Fig. 1: run 1, routing congestion map
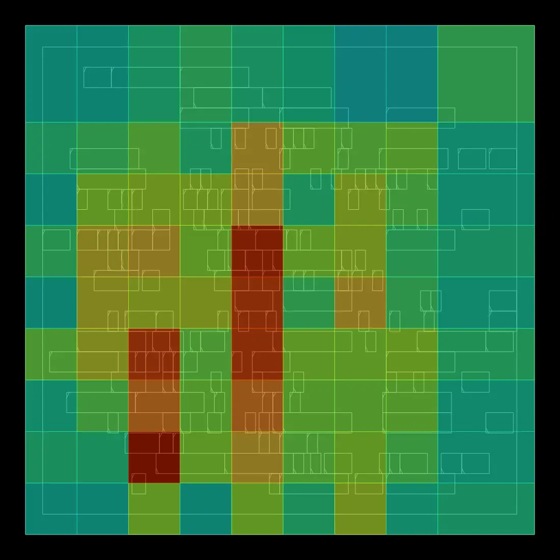
Fig. 2: run 1, where the registers sit
Bar = 20 um. Other sequential cells in the stronger gray, the rest of the logic in the fainter gray.
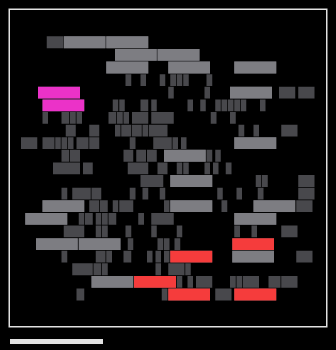
Fig. 3: run 1, met2 routing
Bar = 20 um.
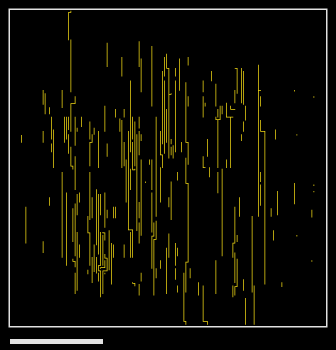
### src/rtl/pwm_capture.sv
// pwm_capture: measures period and high time of a PWM input in clk50m cycles
//   clk50m  system clock          rst_n  async active-low reset
//   en      0 forces idle         pwm_in asynchronous PWM input
//   per/hi  last period / high time, valid one-cycle update pulse
//   stuck   no rising edge seen for 2^W-1 clocks
module pwm_capture #(
  parameter int W = 5
) (
  input  logic         clk50m,
  input  logic         rst_n,
  input  logic         en,
  input  logic         pwm_in,
  output logic [W-1:0] per,
  output logic [W-1:0] hi,
  output logic         valid,
  output logic         stuck
);
  typedef enum logic [1:0] {IDLE, SYNC, HIGH, LOW} state_t;
  localparam logic [W-1:0] TMO = {{(W-1){1'b1}}, 1'b0};
  state_t       r_state;
  logic         r_s1, r_s2, r_s3;
  logic [W-1:0] r_cnt, r_hi_tmp, r_per, r_hi;
  logic         r_valid, r_stuck;
  logic         w_rise, w_fall, w_tmo;
  assign w_rise = r_s2 & ~r_s3;
  assign w_fall = ~r_s2 & r_s3;
  // a rise on the last count is a legal full-scale period, so it masks the timeout
  assign w_tmo  = (r_state != IDLE) && (r_cnt == TMO) && !w_rise;
  assign per    = r_per;
  assign hi     = r_hi;
  assign valid  = r_valid;
  assign stuck  = r_stuck;
  always_ff @(posedge clk50m or negedge rst_n)
    if (!rst_n) begin
      {r_s1, r_s2, r_s3} <= '0;
      r_state  <= IDLE;
      r_cnt    <= '0;
      r_hi_tmp <= '0;
      r_per    <= '0;
      r_hi     <= '0;
      r_valid  <= 1'b0;
      r_stuck  <= 1'b0;
    end else begin
      {r_s3, r_s2, r_s1} <= {r_s2, r_s1, pwm_in};
      r_valid <= 1'b0;
      r_cnt   <= r_cnt + 1'b1;
      if (!en) begin
        r_state <= IDLE;
        r_cnt   <= '0;
      end else if (r_state == IDLE) begin
        r_state <= SYNC;
        r_cnt   <= '0;
      end else if (w_rise) begin
        // only a rise seen from LOW closes a period that was measured from its start
        r_state <= HIGH;
        r_cnt   <= '0;
        if (r_state == LOW) begin
          r_per   <= r_cnt + 1'b1;
          r_hi    <= r_hi_tmp;
          r_valid <= 1'b1;
          r_stuck <= 1'b0;
        end
      end else if (w_tmo) begin
        r_state <= SYNC;
        r_cnt   <= '0;
        r_per   <= '1;
        r_hi    <= r_s2 ? '1 : '0;
        r_valid <= 1'b1;
        r_stuck <= 1'b1;
      end else if (w_fall && r_state == HIGH) begin
        r_state  <= LOW;
        r_hi_tmp <= r_cnt + 1'b1;
      end
    end
endmodule

### config.mk
export PLATFORM = sky130hd
export DESIGN_NAME = pwm_capture
export DESIGN_NICKNAME = d
export VERILOG_FILES = /design/src/rtl/pwm_capture.sv
export SDC_FILE = /design/constraint.sdc
export NUM_CORES = 1
export LEC_CHECK = 0
export ABC_AREA = 1
export CAP_MARGIN = 20
export CORE_MARGIN = 2
export CORE_UTILIZATION = 31
export DETAILED_ROUTE_END_ITERATION = 12
export PLACE_DENSITY_LB_ADDON = 0.08
export REMOVE_ABC_BUFFERS = 1
export SYNTH_ARGS = -nofsm -noshare
export SYNTH_HDL_FRONTEND = slang
export SYNTH_SLANG_ARGS = --single-unit
### constraint.sdc
create_clock -name clk50m -period 3.1 [get_ports clk50m]
set_input_delay 0.775 -clock clk50m [delete_from_list [all_inputs] [get_ports clk50m]]
set_output_delay 0.775 -clock clk50m [all_outputs]
set_load 0.02 [all_outputs]
==> flow_summary.ini, run 1 <==
; implementation run metrics
[setup_path]
crit_path_start_kind = register
critPathSlowestCell = clkdlybuf4s50_1

[logic_synthesis]
ys_sh_xor_pct = 0.686
ys_cells = 148
simple_gate_area_share_pct = 34.7
top_cell = nand2_1
top_area_share_pct = 52.9
fa_ha_area_share_pct = 1.96

[pwr]
power.switching_mw = 0.259
leakage_nw = 0.746

[cells_and_area]
lay_top_count = nand2_1
layout_top_cells = 57 x nand2_1, 27 x dfrtp_1, 16 x nor2_1, 15 x clkdlybuf4s50_1, 9 x nand4_1
layout-drive-gt1-share_pct = 12.1
fill_cells = 410
antenna_cells = 0

[min_path]
holdCritPathClass = reg -> reg

[floorplanning]
die_x_um = 68.2

[sta]
worst_pin_slew_ns = 0.380
slew_headroom_pct = 74.6
maxSlewViolCount = 0
fin_setup_tns_ns = 0

[global_routing]
use_met3_pct = 1.97

[routing]
first_pass_iters = 4

[cts]
post_cts_buffers = 0
cts_made_buffers = 3

[status]
run_status = finished, final reports clean
## Picture notes: Fig. 1
GRT Overall Usage: 12.8%
routed len/inst: 11.8 um
met2 GRT Util: 19.8%

## Picture notes: Fig. 2
| color | signal | sequential cells |
|---|---|---|
| red | per | 5 |
| magenta | r_state | 2 |
not colored: 20

## Picture notes: Fig. 3
main direction: vertical
longest straight run: 33.0 um
wire length on this layer: 1140 um
nets with wire on the layer: 127
WL final: 2.54 mm
vias: 953

==> run 1: registers in the layout (all words and copies together) (netlist names) <==
signal and count:
hi 5, stuck 1, r_hi_tmp 5, r_state 2, r_cnt 5, r_s2 1
r_s3 1, r_s1 1, per 5, valid 1
==> run 1: routing by layer <==
| layer | vias up | wire length [um] |
|---|---|---|
| met5 | - | 0 |
| met4 | 0 | 26 |
| met3 | 2 | 73 |
| met2 | 13 | 1140 |
| met1 | 434 | 1300 |
| li1 | 504 | - |
==> run 1: path summary, 6_finish.rpt <==
check	start	to	slack (ns)
min	r_s1$_DFF_PN0_	r_s2$_DFF_PN0_	0.35
min in group asynchronous	rst_n	per[2]$_DFFE_PN0P_	0.87
max reg2reg	r_cnt[0]$_DFF_PN0_	hi[1]$_DFFE_PN0P_	1.47
max	hi[4]$_DFFE_PN0P_	hi[4]	1.08
max in group asynchronous	rst_n	r_state[0]$_DFFE_PN0P_	1.98
min reg2reg	r_s1$_DFF_PN0_	r_s2$_DFF_PN0_	0.35
==> run 1: power groups by stage <==
stage / registers (mW) / logic (mW) / clock network [mW]
2_1_floorplan: 0.483 / 0.0679 / 0
3_3_place_gp: 0.434 / 0.226 / 0
3_5_place_dp: 0.436 / 0.228 / 0
4_1_cts: 0.429 / 0.228 / 0.203
5_1_grt: 0.436 / 0.248 / 0.229
6_report: 0.428 / 0.224 / 0.196
==> run 1: cell type report <==
| type | count | share of cell area (%) |
|---|---|---|
| clock buffer | 3 | 2.73 |
| tap | 50 | 4.14 |
| timing repair buffer | 17 | 10.9 |
| sequential | 27 | 44.7 |
| inverter | 11 | 2.73 |
| multi-input combinational | 106 | 34.4 |
| clock inverter | 1 | 0.331 |
Fig. 4: run 1, selected gate families
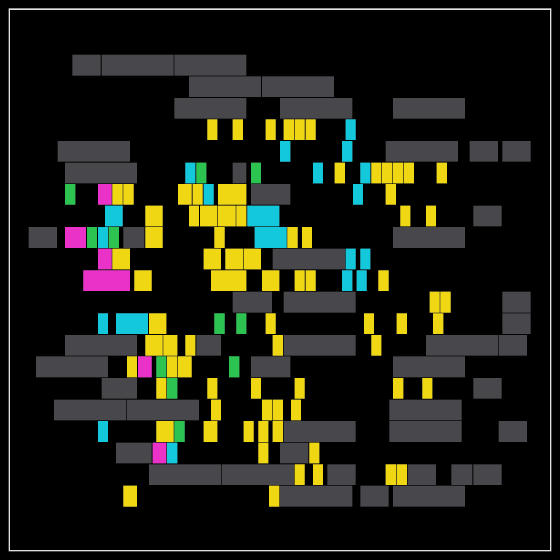

## Run 2: what changed since run 1
==> constraint.sdc (replaced) <==
create_clock -name clk50m -period 1.87 [get_ports clk50m]
set_input_delay 0.4675 -clock clk50m [delete_from_list [all_inputs] [get_ports clk50m]]
set_output_delay 0.4675 -clock clk50m [all_outputs]
set_load 0.02 [all_outputs]
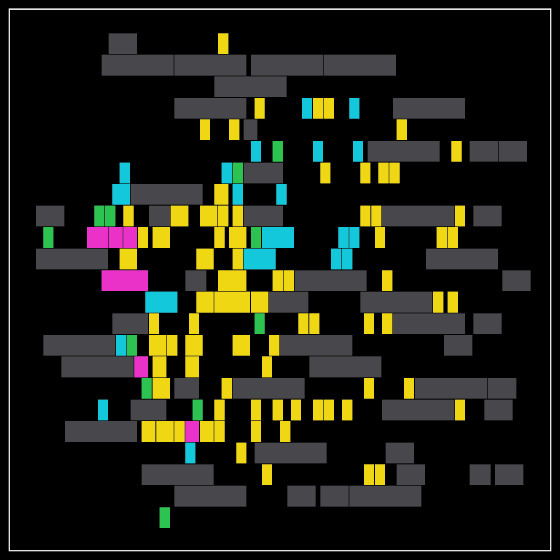
Fig. 5. Selected gate families (run 2).
| color | family | cells | most used |
|---|---|---|---|
| magenta | aoi and oai cells | 6 | a21oi_1 |
| cyan | nor cells | 20 | nor2_1 |
| green | inv cells | 11 | inv_1 |
| yellow | nand cells | 77 | nand2_1 |

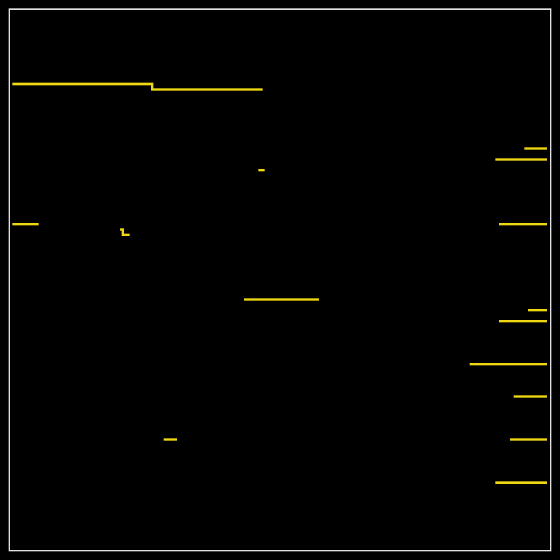
Fig. 6. Met3 routing (run 2).
main direction: horizontal
nets with wire on the layer: 14
longest straight run: 17.5 um

==> run 2 against run 1 <==
Critical path depth unchanged. Critical path type unchanged. Critical endpoint is now per[2]. Synthesized cell count unchanged. Clock skew increased by 0.0037 ns.
==> flow_summary.ini, run 2 <==
; implementation run metrics
[status]
run_status = finished, final reports clean

[placement]
dp.cells = 212

[setup_path]
critPathCapture = per[2]
timing.rr.start = r_cnt[0]$_DFF_PN0_
critPathSlowestCell = clkdlybuf4s50_1
critPathLaunch = per[2]$_DFFE_PN0P_
regToRegSetupSlack_ns = 0.26
r2r-end = hi[3]$_DFFE_PN0P_
crit_path_start_kind = register

[cells_and_area]
layout_top_cells = 57 x nand2_1, 27 x dfrtp_1, 16 x nor2_1, 15 x clkdlybuf4s50_1, 9 x nand4_1
lay_top_count = nand2_1
fill_cells = 409
regArea_sq_um = 676

[sta]
worst_pin_slew_ns = 0.391
maxSlewViolCount = 0
fmax_mhz = 582
slew_headroom_pct = 73.8

[cts]
htreeDepth = 1
cts_made_buffers = 3
post_cts_buffers = 0
clock_latency_ns = 0.27
holdBufCountCts = 0

[routing]
detail_route.wl_per_cell_um = 11.9
wl_mm = 2.57
vias = 976

[logic_synthesis]
ys_cells = 148
top_cell = nand2_1
top_area_share_pct = 52.9

[floorplanning]
die_x_um = 68.2

[min_path]
min_from = r_s1$_DFF_PN0_

[global_routing]
grt_use_total_pct = 12.6

[pwr]
leakage_nw = 0.751
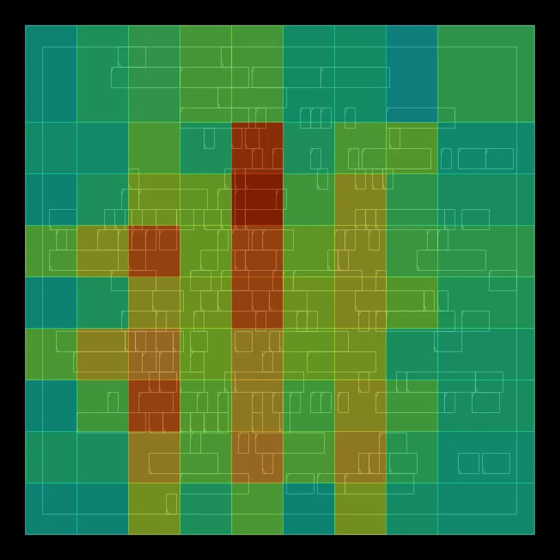
Fig. 7. Routing congestion map (run 2).
GR Layer Usage met1: 17.9%
Final Util: 38.2%
met2 GRT Util: 19.9%
M3 GR Usage: 1.97%

==> run 2: per-stage QoR <==
step                      setup TNS, ns  hold slack (ns)  util [%]
after floorplan                       0            0.172         -
after global placement                0            0.332      37.1
after detailed placement        -0.0680            0.335      37.1
after CTS                             0            0.357      38.2
after global routing                  0            0.383      38.2
final                                 0            0.358      38.2
==> run 2: final cells by class <==
class                   instances  area share [%]
flip-flops and latches         27            44.5
multi-input cells             106            34.3
repair buffers                 18            11.4
well taps                      50            4.12
clock buffers                   3            2.72
inverters                      11            2.72
clock inverters                 1           0.329
==> run 2: how the worst min path moves through the flow <==
stage	to	slack [ns]	cells after the start
final	r_s2$_DFF_PN0_	0.36	0
after global routing	r_s2$_DFF_PN0_	0.38	0
after CTS	r_s2$_DFF_PN0_	0.36	0
after detailed placement	r_s2$_DFF_PN0_	0.33	0
after global placement	r_s2$_DFF_PN0_	0.33	0
after floorplan	hi[0]$_DFFE_PN0P_	0.17	0
==> run 2: power breakdown <==
group | total [mW] | switching [mW] | internal, mW
clock | 0.339 | 0.189 | 0.149
sequential | 0.709 | 0.0479 | 0.661
combinational | 0.374 | 0.204 | 0.170
==> run 2: kinds of logic after synthesis <==
group           count (synthesis)  share of synthesized area [%]
compound gates                  6                           3.43
flops                          27                           52.9
fa+ha+maj                       2                           1.96
simple gates                   97                           34.7
xor+xnor                        1                          0.686
buf+inv                        15                           6.27
==> run 2: routing by layer <==
layer,track usage (%),share of wire (%),routed length [um]
met5,0,0,0
met4,3.00,0.39,10
met3,1.97,3.6,93
met2,19.9,45,1160
met1,17.9,51,1310
Fig. 8: run 2, where the registers sit
Bar = 20 um. Other sequential cells in the stronger gray, the rest of the logic in the fainter gray.
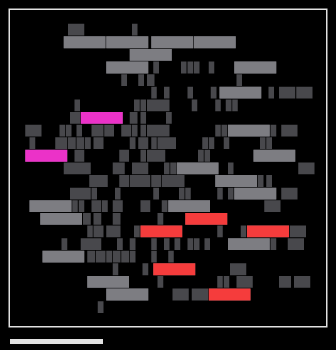

## Run 3: what changed since run 2
--- a/config.mk
+++ b/config.mk
@@ -8,7 +8,7 @@
 export ABC_AREA = 1
 export CAP_MARGIN = 20
 export CORE_MARGIN = 2
-export CORE_UTILIZATION = 31
+export CORE_UTILIZATION = 53
 export DETAILED_ROUTE_END_ITERATION = 12
 export PLACE_DENSITY_LB_ADDON = 0.08
 export REMOVE_ABC_BUFFERS = 1
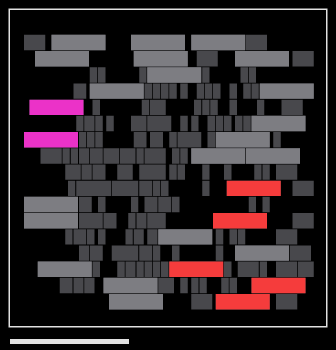
Fig. 9. Where the registers sit (run 3).
Bar = 20 um. Other sequential cells in the stronger gray, the rest of the logic in the fainter gray.
| color | signal | sequential cells |
|---|---|---|
| magenta | r_state | 2 |
| red | per | 5 |
not colored: 20
Final Util: 65.6%
flop share of the area: 45.6%
FF/Latch Area: 676 sq um
seq pwr: 0.712 mW

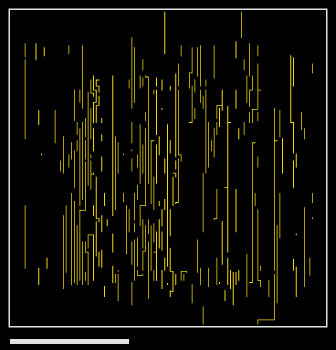
Fig. 10. Met2 routing (run 3).
Bar = 20 um.
wire length on this layer: 1100 um
share of all routed wire: 46%
main direction: vertical
longest straight run: 27.2 um
nets with wire on the layer: 132
WL final: 2.40 mm
vias: 1012

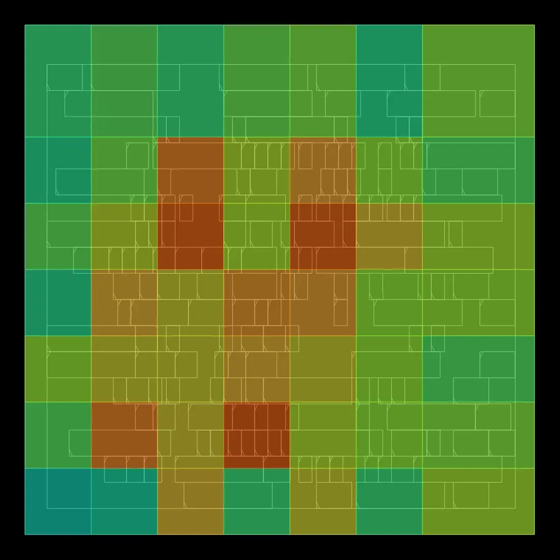
Fig. 11. Routing congestion map (run 3).
M3 GR Usage: 2.54%
routed len/inst: 12.3 um
most used routing layer: met2

==> run 3 against run 2 <==
Clock skew shrank 0.0019 ns. Fmax shrank 4.0%. Clock power shrank 27%. Synthesized cell count is the same. Highest routed layer unchanged.
==> flow_summary.ini, run 3 <==
; implementation run metrics
[status]
run_status = finished, final reports clean

[sta]
fmax_mhz = 559
slew_headroom_pct = 71.5
worst_pin_slew_ns = 0.426
maxSlewViolCount = 0

[setup_path]
critPathLaunch = hi[0]$_DFFE_PN0P_
crit_arrival_ns = 1.32
cp_max_fo = 2
crit_path_start_kind = register
timing.rr.start = r_cnt[0]$_DFF_PN0_
critPathSlowestCell = clkdlybuf4s50_1
required_ns = 1.40

[cells_and_area]
finalNetCount = 174
layout_top_cells = 57 x nand2_1, 27 x dfrtp_1, 16 x nor2_1, 15 x clkdlybuf4s50_1, 9 x nand4_1
layout-drive-gt1-share_pct = 13.2
fill_cells = 182
antenna_cells = 0
lay_top_count = nand2_1

[pwr]
leakage_nw = 0.749
ir_drop_v = 0.000651

[logic_synthesis]
async_flop_share_pct = 100
top_cell = nand2_1
top_area_share_pct = 52.9
ys_cells = 148

[routing]
first_pass_iters = 4
ant_nets = 0

[cts]
htreeDepth = 1
holdBufCountCts = 0
post_cts_buffers = 0
clock_latency_ns = 0.33

[global_routing]
grt_use_total_pct = 21.0
grt-ovfl-total = 0

[min_path]
min_from = r_s1$_DFF_PN0_
holdPathStages = 0
holdCritPathClass = reg -> reg

[floorplanning]
die_x_um = 53.1

[placement]
routabilityCongestion = 0.820

[flow_run]
drv_cap = 0
run 3: cell counts after synthesis:
No cell type changed its count.
run 3: power breakdown:
part	internal, mW	switching (mW)	total [mW]
clock network	0.0804	0.168	0.248
logic	0.172	0.205	0.378
registers	0.661	0.0509	0.712
run 3: path summary, 6_finish.rpt:
| path | endpoint | slack [ns] |
|---|---|---|
| max | hi[0] | 0.08 |
| min | r_s2$_DFF_PN0_ | 0.37 |
| max reg2reg | per[2]$_DFFE_PN0P_ | 0.30 |
| min reg2reg | r_s2$_DFF_PN0_ | 0.37 |
| max in group asynchronous | r_s2$_DFF_PN0_ | 1.14 |
| min in group asynchronous | hi[2]$_DFFE_PN0P_ | 0.49 |
run 3: per-stage QoR:
step           std cells  setup TNS, ns  hold WS [ns]
2_1_floorplan        144              0         0.172
6_report             195              0         0.372
3_3_place_gp         191        -0.0190         0.335
3_5_place_dp         191         -0.680         0.344
5_1_grt              195              0         0.378
4_1_cts              195              0         0.377
run 3: final cells by class:
class	count	share of cell area (%)
clock buffer	3	1.52
tap	28	2.37
sequential	27	45.6
multi-input combinational	106	35.2
clock inverter	1	0.338
inverter	11	2.79
timing repair buffer	19	12.2
run 3: cell families after synthesis:
kind of cell | share of synthesized area [%]
flip-flops | 52.9
AND-OR/OR-AND | 3.43
adder cells (fa/ha/maj) | 1.96
buffers and inverters | 6.27
AND/OR/NAND/NOR | 34.7
XOR/XNOR | 0.686
run 3: per-layer routing:
metal / GRT usage [%] / wire [um] / share of wire [%]
met5: 0 / 0 / 0
met3: 2.54 / 81 / 3.4
met1: 27.8 / 1180 / 49
met4: 7.69 / 44 / 1.8
met2: 35.2 / 1100 / 46
Power is estimated from default activity; no workload was simulated.
